layers.png
(1.5 px per um) Only two layers are drawn.
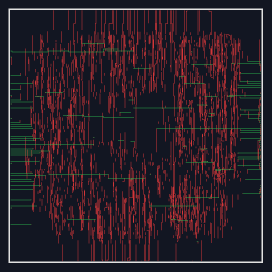
pinout.png
(3 px per um) Pins as bars across the die edge, other pins in gray.
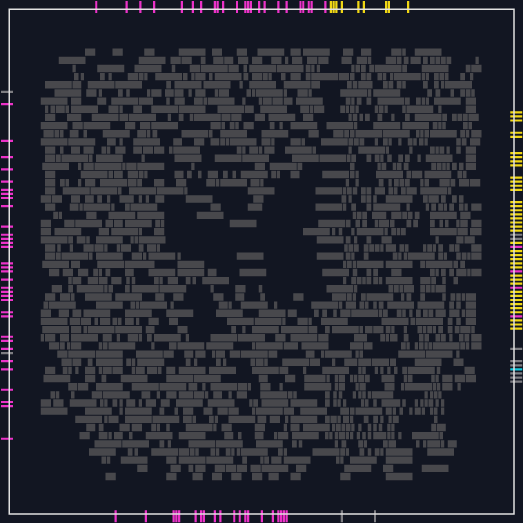
placed.png
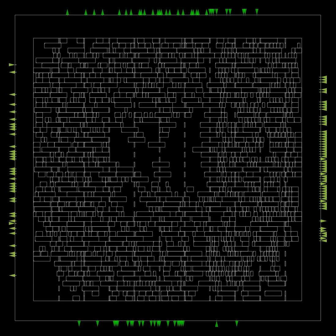
[src/rtl/sd_spi_pkg.sv]
`timescale 1ns/1ps
`default_nettype none
// +----------------------------------------------------------------------+
// | Module      : sd_spi_pkg                                             |
// | Description : Shared types and constants for the SD-card SPI engine  |
// |               (state encoding, frame sizes, SCK divider mapping).    |
// | Revision    : 1.0 - initial release                                  |
// +----------------------------------------------------------------------+
package sd_spi_pkg;

  typedef enum logic [1:0] {
    IDLE      = 2'd0,
    SHIFT_CMD = 2'd1,
    SHIFT_RSP = 2'd2,
    FINISH    = 2'd3
  } state_t;

  localparam int CMD_BITS  = 48;
  localparam int RSP_BITS  = 80;
  localparam int BIT_CNT_W = 7;

  // Terminal count of the SCK half-period counter, i.e. H-1 with
  // H = 2^(div+1) system clocks.
  function automatic logic [3:0] half_period_tc(input logic [1:0] div);
    logic [3:0] tc;
    case (div)
      2'b00:   tc = 4'd1;
      2'b01:   tc = 4'd3;
      2'b10:   tc = 4'd7;
      default: tc = 4'd15;
    endcase
    return tc;
  endfunction

endpackage
`default_nettype wire

[src/rtl/sd_spi_clkgen.sv]
`timescale 1ns/1ps
`default_nettype none
// +----------------------------------------------------------------------+
// | Module      : sd_spi_clkgen                                          |
// | Description : SPI mode-0 SCK generator. Toggles SCK every H clocks   |
// |               and flags the clock edge on which SCK rises or falls.  |
// | Revision    : 1.0 - initial release                                  |
// +----------------------------------------------------------------------+
module sd_spi_clkgen
  import sd_spi_pkg::*;
(
  input  logic       control_clk_i,
  input  logic       control_rst_i,
  input  logic       clear_i,
  input  logic [1:0] div_i,
  output logic       sck_o,
  output logic       rise_o,
  output logic       fall_o
);

  logic [3:0] r_cnt;
  logic       r_sck;
  logic       w_tc;

  assign w_tc   = (r_cnt == half_period_tc(div_i));
  // Strobes are high in the cycle whose closing edge moves SCK.
  assign rise_o = w_tc & ~r_sck & ~clear_i;
  assign fall_o = w_tc &  r_sck & ~clear_i;
  assign sck_o  = r_sck;

  // Half-period counter and SCK toggle; cleared whenever no frame runs.
  always_ff @(posedge control_clk_i or posedge control_rst_i) begin
    if (control_rst_i) begin
      r_cnt <= 4'd0;
      r_sck <= 1'b0;
    end else if (clear_i) begin
      r_cnt <= 4'd0;
      r_sck <= 1'b0;
    end else if (w_tc) begin
      r_cnt <= 4'd0;
      r_sck <= ~r_sck;
    end else begin
      r_cnt <= r_cnt + 4'd1;
    end
  end

endmodule
`default_nettype wire

[src/rtl/sd_spi_engine.sv]
`timescale 1ns/1ps
`default_nettype none
// +----------------------------------------------------------------------+
// | Module      : sd_spi_engine                                          |
// | Description : SD-card SPI frame engine: sends a 48-bit command, then |
// |               clocks in an 80-bit response with MOSI held high.      |
// | Revision    : 1.0 - initial release                                  |
// +----------------------------------------------------------------------+
module sd_spi_engine
  import sd_spi_pkg::*;
(
  input  logic                control_clk_i,
  input  logic                control_rst_i,
  input  logic                spi_rst_ni,
  input  logic                spi_start_ni,
  input  logic                spi_fbo_i,
  input  logic [1:0]          clock_divider_i,
  input  logic [CMD_BITS-1:0] instruction_i,
  input  logic                miso_i,
  output logic                sck_o,
  output logic                mosi_o,
  output logic                cs_n_o,
  output logic [RSP_BITS-1:0] rx_data_o,
  output logic                done_o,
  output logic                busy_o
);

  localparam logic [BIT_CNT_W-1:0] C_LAST_CMD_BIT = BIT_CNT_W'(CMD_BITS - 1);
  localparam logic [BIT_CNT_W-1:0] C_LAST_BIT     = BIT_CNT_W'(CMD_BITS + RSP_BITS - 1);

  state_t                 r_state;
  state_t                 w_state_nxt;
  logic [CMD_BITS-1:0]    r_cmd;
  logic [RSP_BITS-1:0]    r_rsp;
  logic [RSP_BITS-1:0]    r_rx;
  logic [1:0]             r_div;
  logic [BIT_CNT_W-1:0]   r_bit_cnt;
  logic [CMD_BITS-1:0]    w_cmd_rev;
  logic [CMD_BITS-1:0]    w_cmd_ordered;
  logic                   w_abort;
  logic                   w_clk_clear;
  logic                   w_rise;
  logic                   w_fall;
  logic                   w_active;

  assign w_abort     = ~spi_rst_ni;
  assign w_clk_clear = w_abort | (r_state == IDLE);
  assign w_active    = (r_state == SHIFT_CMD) | (r_state == SHIFT_RSP);

  // The command register always shifts out of its MSB, so LSB-first
  // frames are loaded bit-reversed.
  genvar gi;
  generate
    for (gi = 0; gi < CMD_BITS; gi++) begin : g_cmd_rev
      assign w_cmd_rev[gi] = instruction_i[CMD_BITS-1-gi];
    end
  endgenerate
  assign w_cmd_ordered = spi_fbo_i ? instruction_i : w_cmd_rev;

  sd_spi_clkgen u_clkgen (
    .control_clk_i (control_clk_i),
    .control_rst_i (control_rst_i),
    .clear_i       (w_clk_clear),
    .div_i         (r_div),
    .sck_o         (sck_o),
    .rise_o        (w_rise),
    .fall_o        (w_fall)
  );

  // State register.
  always_ff @(posedge control_clk_i or posedge control_rst_i) begin
    if (control_rst_i) r_state <= IDLE;
    else               r_state <= w_state_nxt;
  end

  // Next-state logic; a soft abort overrides every transition.
  always_comb begin
    w_state_nxt = r_state;
    case (r_state)
      IDLE:      if (!spi_start_ni) w_state_nxt = SHIFT_CMD;
      SHIFT_CMD: if (w_fall && (r_bit_cnt == C_LAST_CMD_BIT)) w_state_nxt = SHIFT_RSP;
      SHIFT_RSP: if (w_fall && (r_bit_cnt == C_LAST_BIT)) w_state_nxt = FINISH;
      FINISH:    w_state_nxt = IDLE;
      default:   w_state_nxt = IDLE;
    endcase
    if (w_abort) w_state_nxt = IDLE;
  end

  // Datapath: latch frame inputs at start, shift command on SCK falls,
  // sample MISO on SCK rises, publish the response on the final fall.
  always_ff @(posedge control_clk_i or posedge control_rst_i) begin
    if (control_rst_i) begin
      r_cmd     <= '0;
      r_rsp     <= '0;
      r_rx      <= '0;
      r_div     <= 2'b00;
      r_bit_cnt <= '0;
    end else if (w_abort) begin
      r_bit_cnt <= '0;
    end else if (r_state == IDLE) begin
      if (!spi_start_ni) begin
        r_cmd     <= w_cmd_ordered;
        r_div     <= clock_divider_i;
        r_rsp     <= '0;
        r_bit_cnt <= '0;
      end
    end else if (w_active) begin
      if (w_rise && (r_state == SHIFT_RSP)) begin
        r_rsp <= {r_rsp[RSP_BITS-2:0], miso_i};
      end
      if (w_fall) begin
        r_bit_cnt <= r_bit_cnt + 1'b1;
        r_cmd     <= {r_cmd[CMD_BITS-2:0], 1'b1};
        if (r_bit_cnt == C_LAST_BIT) r_rx <= r_rsp;
      end
    end
  end

  assign cs_n_o    = ~w_active;
  assign busy_o    = w_active;
  assign done_o    = (r_state == FINISH);
  assign mosi_o    = (r_state == SHIFT_CMD) ? r_cmd[CMD_BITS-1] : 1'b1;
  assign rx_data_o = r_rx;

endmodule
`default_nettype wire

[config.mk]
export PLATFORM = sky130hd
export DESIGN_NAME = sd_spi_engine
export DESIGN_NICKNAME = d
export VERILOG_FILES = /design/src/rtl/sd_spi_pkg.sv /design/src/rtl/sd_spi_clkgen.sv /design/src/rtl/sd_spi_engine.sv
export SDC_FILE = /design/constraint.sdc
export NUM_CORES = 1
export LEC_CHECK = 0
export ABC_AREA = 1
export CAP_MARGIN = 10
export CORE_MARGIN = 10
export CORE_UTILIZATION = 49
export CTS_CLUSTER_DIAMETER = 60
export DETAILED_ROUTE_END_ITERATION = 8
export GPL_ROUTABILITY_DRIVEN = 0
export PLACE_DENSITY_LB_ADDON = 0.25
export REMOVE_ABC_BUFFERS = 1
export SLEW_MARGIN = 20
export SYNTH_ARGS = -nofsm -noshare
export SYNTH_HDL_FRONTEND = slang
export SYNTH_SLANG_ARGS = --single-unit
[constraint.sdc]
create_clock -name control_clk_i -period 7.2 [get_ports control_clk_i]
set_clock_uncertainty 0.15 [all_clocks]
set_input_delay 1.44 -clock control_clk_i [delete_from_list [all_inputs] [get_ports control_clk_i]]
set_output_delay 1.44 -clock control_clk_i [all_outputs]
set_load 0.02 [all_outputs]
==> impl_metrics.py <==
# Physical implementation metrics
metrics = {
    "run_status": {
        "status": "finished, final reports clean",
    },
    "finish": {
        "finalNonFillerCells": 1539,
        "largestClassByArea": "sequential cells",
        "nNetsFinal": 1308,
        "inv_count": 179,
        "drive_gt1_frac": 0.176,
        "buffers": 149,
    },
    "global_route": {
        "top_usage_layer": "met2",
    },
    "logic_synthesis": {
        "syn_inst": 1145,
        "common_cells": "224 x dfrtp_1, 176 x nand2_1, 172 x inv_1",
        "ys_sh_xor": 0.00246,
        "synth_flop_count": 224,
        "synthDistinctLibCells": 30,
        "logic_family": "AND-OR/OR-AND gates",
        "synthFlopType": "dfrtp_1",
        "ys_seq_frac": 0.524,
    },
    "power_and_ir_drop": {
        "swShare": 0.346,
        "pwr.group.clock_mw": 1.22,
        "p_sw_mw": 1.36,
        "p_int_mw": 2.58,
    },
    "worst_setup_path": {
        "rr_startpoint": "r_state[0]",
        "worstRegToRegCells": 11,
        "path_cells": "clkdlybuf4s50_1 -> inv_2 -> nor2_8 -> inv_2 -> nor2_2 -> nand3_4 -> buf_4 -> buf_16 -> nand2_1 -> o21ai_1",
        "crit_path_max_incr_delay_ns": 0.62,
        "r2r-end": "rx_data_o[64]",
        "cp-end-kind": "flip-flop",
    },
    "drt": {
        "firstDrtPassIters": 5,
        "drc_errors": 0,
    },
    "run": {
        "warning_count": 33,
    },
    "final_timing": {
        "tightest_slew_ns": 1.09,
        "fin_crit_ns": 3.79,
    },
    "clock_tree": {
        "hold_buffers": 0,
        "cts_buffers": 24,
        "cts_tree": "done",
    },
    "floorplanning": {
        "n_tap_cell": 275,
        "fp-utilization": 0.504,
        "io_pins": 141,
    },
}
Back to the opening pictures, layers.png:
- M2: red (wire length 9960 um)
- M3: green (wire length 1320 um)
WL final: 22400 um
vias: 7747
WL/cell: 14.6 um
GRT Total Usage: 0.154

Back to the opening pictures, pinout.png:
- rx_data_o: magenta (pins 80; direction output; edge 33 west, 23 north, 20 south, 4 east)
- spi_start_ni: cyan (pins 1; direction input; edge east)
- instruction_i: yellow (pins 48; direction input; edge 39 east, 9 north)
- all pins by edge: 52 east, 35 west, 32 north, 22 south
Chip Height: 168 um
Die X: 168 um
port bufs: 140

Back to the opening pictures, placed.png:
Core Region: 21200 sq um
Filler Cell Count: 1866
post-layout util: 0.606

[registers in the layout, summed over array words and instances, names as in the netlist]
signal and flops:
rx_data_o 80, r_rsp 80, u_clkgen.sck_o 1, u_clkgen.r_cnt 4
r_cmd 48, r_bit_cnt 7, r_div 2, r_state 2
[placed cells by master (no fill, tap or decap), drive strengths merged]
| cell type | n |
|---|---|
| a211oi | 1 |
| nor2 | 20 |
| dfrtp | 224 |
| clkbuf | 40 |
| a21oi | 47 |
| buf | 9 |
| nor3 | 2 |
| nand3 | 90 |
| inv | 179 |
| ha | 6 |
| nor4 | 3 |
| o21ai | 314 |
| nand2 | 177 |
| xor2 | 2 |
| clkinv | 3 |
| clkinvlp | 1 |
| clkdlybuf4s50 | 140 |
| a31oi | 1 |
| xnor2 | 1 |
| nand4 | 4 |
